**PDN straps and rails**

The bar under the picture is 20 um long. Pins as bars on the die edge. Tap cells in gray.
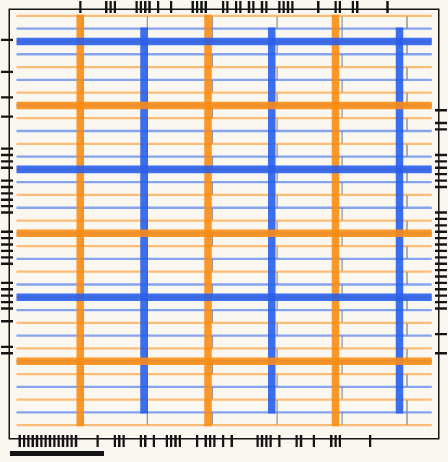
**Routed metal, one color a layer**

Only two layers are drawn.
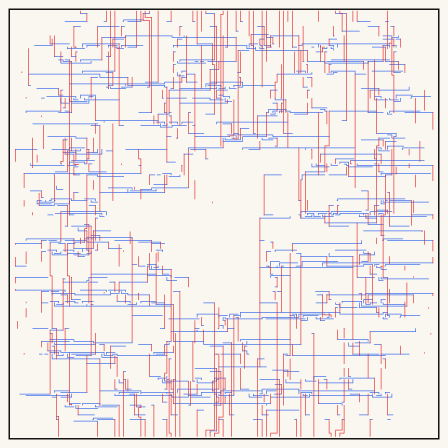
**Register map, names as in the netlist**

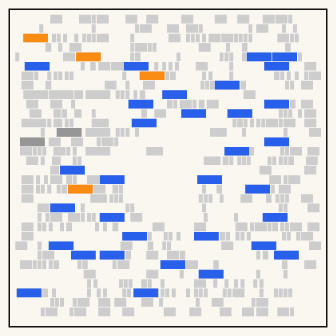
<file path="src/rtl/rf_pkg.sv">
// rf_pkg: sizing constants and shared types for the register file and its
// write-port arbiter.
//   DATA_WIDTH : register data width
//   ADDR_WIDTH : register select width
//   NUM_REGS   : number of registers (2**ADDR_WIDTH)
package rf_pkg;

  localparam int DATA_WIDTH = 32;
  localparam int ADDR_WIDTH = 4;
  localparam int NUM_REGS   = 2 ** ADDR_WIDTH;

  typedef logic [ADDR_WIDTH-1:0] reg_addr_t;
  typedef logic [DATA_WIDTH-1:0] reg_data_t;

  // Identifies which writeback requester won the port.
  localparam logic GRANT_REQ0 = 1'b0;
  localparam logic GRANT_REQ1 = 1'b1;

endpackage

</file>
<file path="src/rtl/register_file_write_arbiter_if.sv">
// register_file_write_arbiter_if: the two writeback valid/ready channels
// (requester 0 = ALU writeback, requester 1 = memory-load writeback).
//   reqN_valid : requester has a write to issue
//   reqN_addr  : destination register
//   reqN_data  : value to write
//   reqN_ready : grant; a transfer happens on an edge with valid && ready
// Modports: master = requester side, slave = arbiter side.
interface register_file_write_arbiter_if
  import rf_pkg::*;
#(
  parameter int DATA_WIDTH = rf_pkg::DATA_WIDTH,
  parameter int ADDR_WIDTH = rf_pkg::ADDR_WIDTH
);

  logic                  req0_valid;
  logic [ADDR_WIDTH-1:0] req0_addr;
  logic [DATA_WIDTH-1:0] req0_data;
  logic                  req0_ready;

  logic                  req1_valid;
  logic [ADDR_WIDTH-1:0] req1_addr;
  logic [DATA_WIDTH-1:0] req1_data;
  logic                  req1_ready;

  modport master (
    output req0_valid, req0_addr, req0_data,
    output req1_valid, req1_addr, req1_data,
    input  req0_ready, req1_ready
  );

  modport slave (
    input  req0_valid, req0_addr, req0_data,
    input  req1_valid, req1_addr, req1_data,
    output req0_ready, req1_ready
  );

endinterface

</file>
<file path="src/rtl/register_file_write_arbiter_rr_arbiter_2.sv">
// rr_arbiter_2: two-request round-robin arbiter with a single last_grant bit.
//   clk, reset : clock, synchronous active-high reset
//   req        : request vector (valids), bit 0 = requester 0
//   grant      : one-hot (or zero) grant vector, combinational
//   handshake  : a grant is being taken this cycle (grant implies valid)
// A lone requester always wins; on a conflict the requester not named by
// last_grant wins. Grants are forced low while reset is high.
module rr_arbiter_2
  import rf_pkg::*;
(
  input  logic       clk,
  input  logic       reset,
  input  logic [1:0] req,
  output logic [1:0] grant,
  output logic       handshake
);

  logic last_grant;

  // NOTE: every variable assigned in an always_comb gets a default first so
  // no path through the block leaves it unassigned (which would infer a latch).
  always_comb begin
    grant = 2'b00;
    if (!reset) begin
      if (req[0] && (!req[1] || (last_grant == GRANT_REQ1))) begin
        grant[0] = 1'b1;
      end else if (req[1]) begin
        grant[1] = 1'b1;
      end
    end
  end

  // A grant is only ever issued to a valid requester, so any grant is a transfer.
  assign handshake = |grant;

  // NOTE: sequential state uses non-blocking assignments so every flop samples
  // pre-edge values regardless of block evaluation order.
  always_ff @(posedge clk) begin
    if (reset) begin
      last_grant <= GRANT_REQ1;  // requester 0 wins the first conflict
    end else if (handshake) begin
      last_grant <= grant[1] ? GRANT_REQ1 : GRANT_REQ0;
    end
  end

endmodule

</file>
<file path="src/rtl/register_file_write_arbiter.sv">
// register_file_write_arbiter: shares the register file's single write port
// between ALU writeback (requester 0) and memory-load writeback (requester 1).
// Optional feature macro: RF_SCOREBOARD_EN (pending-write busy scoreboard).
//   clk, reset          : clock, synchronous active-high reset
//   bus                 : both writeback valid/ready channels (slave side)
//   rf_port_c           : register file write data
//   rf_decoder_control  : register file write select
//   rf_load_enable      : register file write enable (one cycle per write)
//   reserve_valid/addr  : issue stage marks a destination as pending
//   a_select, b_select  : register file read selects
//   a_busy, b_busy      : selected register has a write outstanding
module register_file_write_arbiter
  import rf_pkg::*;
#(
  parameter int DATA_WIDTH = rf_pkg::DATA_WIDTH,
  parameter int ADDR_WIDTH = rf_pkg::ADDR_WIDTH,
  parameter int NUM_REGS   = rf_pkg::NUM_REGS
) (
  input  logic                  clk,
  input  logic                  reset,
  register_file_write_arbiter_if.slave bus,
  output logic [DATA_WIDTH-1:0] rf_port_c,
  output logic [ADDR_WIDTH-1:0] rf_decoder_control,
  output logic                  rf_load_enable,
  input  logic                  reserve_valid,
  input  logic [ADDR_WIDTH-1:0] reserve_addr,
  input  logic [ADDR_WIDTH-1:0] a_select,
  input  logic [ADDR_WIDTH-1:0] b_select,
  output logic                  a_busy,
  output logic                  b_busy
);

  logic [1:0] grant;
  logic       handshake;

  rr_arbiter_2 u_arb (
    .clk       (clk),
    .reset     (reset),
    .req       ({bus.req1_valid, bus.req0_valid}),
    .grant     (grant),
    .handshake (handshake)
  );

  assign bus.req0_ready = grant[0];
  assign bus.req1_ready = grant[1];

  // Output stage: one registered write per handshake; with no handshake the
  // enable drops and address/data hold their last values. Reset on the same
  // edge as a handshake drops that write.
  always_ff @(posedge clk) begin
    if (reset) begin
      rf_load_enable     <= 1'b0;
      rf_decoder_control <= '0;
      rf_port_c          <= '0;
    end else begin
      rf_load_enable <= handshake;
      if (handshake) begin
        rf_decoder_control <= grant[1] ? bus.req1_addr : bus.req0_addr;
        rf_port_c          <= grant[1] ? bus.req1_data : bus.req0_data;
      end
    end
  end

`ifdef RF_SCOREBOARD_EN
  logic [NUM_REGS-1:0] busy;

  // The clear comes from the write landing this edge; the set is written
  // afterwards so a same-edge reservation of that register wins.
  always_ff @(posedge clk) begin
    if (reset) begin
      busy <= '0;
    end else begin
      if (rf_load_enable) begin
        busy[rf_decoder_control] <= 1'b0;
      end
      if (reserve_valid) begin
        busy[reserve_addr] <= 1'b1;
      end
    end
  end

  assign a_busy = busy[a_select];
  assign b_busy = busy[b_select];
`else
  // No scoreboard: reservation and read-select inputs have no effect.
  logic unused_scoreboard_inputs;
  assign unused_scoreboard_inputs = ^{reserve_valid, reserve_addr, a_select, b_select};

  assign a_busy = 1'b0;
  assign b_busy = 1'b0;
`endif

endmodule

</file>
<file path="src/flat_wrapper.sv">
// flat-port wrapper written by rule: the top's interface ports become plain ports
module register_file_write_arbiter_flat import rf_pkg::*;
#(
  parameter int DATA_WIDTH = rf_pkg::DATA_WIDTH,
  parameter int ADDR_WIDTH = rf_pkg::ADDR_WIDTH,
  parameter int NUM_REGS   = rf_pkg::NUM_REGS
)
  (clk, reset, rf_port_c, rf_decoder_control, rf_load_enable, reserve_valid, reserve_addr, a_select, b_select, a_busy, b_busy, bus_req0_valid, bus_req0_addr, bus_req0_data, bus_req1_valid, bus_req1_addr, bus_req1_data, bus_req0_ready, bus_req1_ready);
  register_file_write_arbiter_if #(.DATA_WIDTH(DATA_WIDTH), .ADDR_WIDTH(ADDR_WIDTH)) bus_i ();
  input  logic clk;
  input  logic reset;
  output logic [DATA_WIDTH-1:0] rf_port_c;
  output logic [ADDR_WIDTH-1:0] rf_decoder_control;
  output logic rf_load_enable;
  input  logic reserve_valid;
  input  logic [ADDR_WIDTH-1:0] reserve_addr;
  input  logic [ADDR_WIDTH-1:0] a_select;
  input  logic [ADDR_WIDTH-1:0] b_select;
  output logic a_busy;
  output logic b_busy;
  input wire logic [$bits(bus_i.req0_valid)-1:0] bus_req0_valid;
  input wire logic [$bits(bus_i.req0_addr)-1:0] bus_req0_addr;
  input wire logic [$bits(bus_i.req0_data)-1:0] bus_req0_data;
  input wire logic [$bits(bus_i.req1_valid)-1:0] bus_req1_valid;
  input wire logic [$bits(bus_i.req1_addr)-1:0] bus_req1_addr;
  input wire logic [$bits(bus_i.req1_data)-1:0] bus_req1_data;
  output wire logic [$bits(bus_i.req0_ready)-1:0] bus_req0_ready;
  output wire logic [$bits(bus_i.req1_ready)-1:0] bus_req1_ready;
  assign bus_i.req0_valid = bus_req0_valid;
  assign bus_i.req0_addr = bus_req0_addr;
  assign bus_i.req0_data = bus_req0_data;
  assign bus_i.req1_valid = bus_req1_valid;
  assign bus_i.req1_addr = bus_req1_addr;
  assign bus_i.req1_data = bus_req1_data;
  assign bus_req0_ready = bus_i.req0_ready;
  assign bus_req1_ready = bus_i.req1_ready;
  register_file_write_arbiter #(.DATA_WIDTH(DATA_WIDTH), .ADDR_WIDTH(ADDR_WIDTH), .NUM_REGS(NUM_REGS)) u_core (.clk(clk), .reset(reset), .bus(bus_i), .rf_port_c(rf_port_c), .rf_decoder_control(rf_decoder_control), .rf_load_enable(rf_load_enable), .reserve_valid(reserve_valid), .reserve_addr(reserve_addr), .a_select(a_select), .b_select(b_select), .a_busy(a_busy), .b_busy(b_busy));
endmodule
</file>
<file path="config.mk">
export PLATFORM = sky130hd
export DESIGN_NAME = register_file_write_arbiter_flat
export DESIGN_NICKNAME = d
export VERILOG_FILES = /design/src/rtl/rf_pkg.sv /design/src/rtl/register_file_write_arbiter_if.sv /design/src/rtl/register_file_write_arbiter_rr_arbiter_2.sv /design/src/rtl/register_file_write_arbiter.sv /design/src/flat_wrapper.sv
export SDC_FILE = /design/constraint.sdc
export NUM_CORES = 1
export LEC_CHECK = 0
export ABC_AREA = 1
export ABC_CLOCK_PERIOD_IN_PS = 2400
export CAP_MARGIN = 10
export CELL_PAD_IN_SITES_DETAIL_PLACEMENT = 0
export CELL_PAD_IN_SITES_GLOBAL_PLACEMENT = 1
export CORE_MARGIN = 1
export CORE_UTILIZATION = 25
export DETAILED_ROUTE_END_ITERATION = 8
export PLACE_DENSITY_LB_ADDON = 0.1
export SKIP_CTS_REPAIR_TIMING = 1
export SYNTH_ARGS = -nofsm -noshare
export SYNTH_HDL_FRONTEND = slang
export SYNTH_HIERARCHICAL = 1
export SYNTH_SLANG_ARGS = --single-unit
</file>
<file path="constraint.sdc">
create_clock -name clk -period 2.4 [get_ports clk]
set_input_delay 0.48 -clock clk [delete_from_list [all_inputs] [get_ports clk]]
set_output_delay 0.48 -clock clk [all_outputs]
set_load 0.05 [all_outputs]
</file>
==> notes.md <==
flow finished, numbers: first-pass GRT wire length 9045 um, P_comb 683 uW, CP Capture Type primary output, Reg2Reg Setup Slack 1130 ps, Setup Slack @ Placement ~400 ps, WL met3 391 um, met1 Usage GRT 0.1746, ANT cells 0, Final WS setup 466.9 ps, YS warnings 6, critical path class input pin to primary output, clock group share of total power 0.226, CTS max path bufs 2, detail-routed net length per standard cell 10.02 um, Non-Filler Instances 535, Mapped Avg Cell Area 6.094 um2, outcome finished clean, vias in the first global route 1,926, met1 WL 2603 um, WL final ~5400 um, Max Fanout on Critical Path 3, dpl hpwl 3762 um, DRT Pass-1 Iters 4, multi-input combinational cell area 905.9 um2, yosys synthesis chip area 1981 um2, synthesized area around 2000 um2, Post-Route Setup TNS 0 ps, IO Count between 100 and 150, htree depth 2, number of flops mapped to enable cells by yosys 0, number of remaining DRC errors 0, Dominant cell area share 0.3841, fmax 0.5173 GHz, Clock Latency Late Sink approximately 280 ps, fin crit period 1933 ps, Fin Clk Skew 4.175 ps, CTS tree yes, final slew viol count 0, Psw 624.7 uW
Back to the opening pictures, 'PDN straps and rails':
Blue shows VDD. Orange shows VSS.
130 signal pins sit on the boundary. 102 tap cells.
die width: 91.01 um
core area: 7687 um2
peak supply drop: 0.2088 mV

Back to the opening pictures, 'routed metal, one color a layer':
Red shows metal 2, wire length 2,320 um. Blue shows metal 1, wire length 2,600 um.

Back to the opening pictures, 'register map, names as in the netlist':
Blue shows `u_core/rf_port_c`, sequential cells 32, where spread over the die. Orange shows `u_core/rf_decoder_control`, sequential cells 4, where north-west.
Another 2 sequential cells are not colored.

==> cells in the final DEF (no fill, tap or decap), drive strengths merged <==
master,count
clkdlybuf4s50,112
nor2,109
nand2,75
inv,42
dfxtp,38
o21ai,36
buf,9
clkbuf,7
conb,2
nand3,2
o211ai,1
==> critical path, stage by stage <==
cell and delay (ps):
clkdlybuf4s50_1 440, inv_1 120, nand3_1 130, inv_2 130, buf_12 140
==> state kept, by name, summed over array words and instances, names as in the netlist <==
signal and flops:
u_core/rf_decoder_control 4, u_core/rf_load_enable 1, u_core/rf_port_c 32, u_core/u_arb/last_grant 1
==> logic make-up after synthesis <==
kind of cell           Yosys count  synth area share
and+or+nand+nor                186            0.3575
buffers and inverters           63            0.1617
DFF                             38            0.3841
AOI/OAI and AO/OA               37           0.09476
other                            1          0.001893
Power and IR drop assume default switching activity.
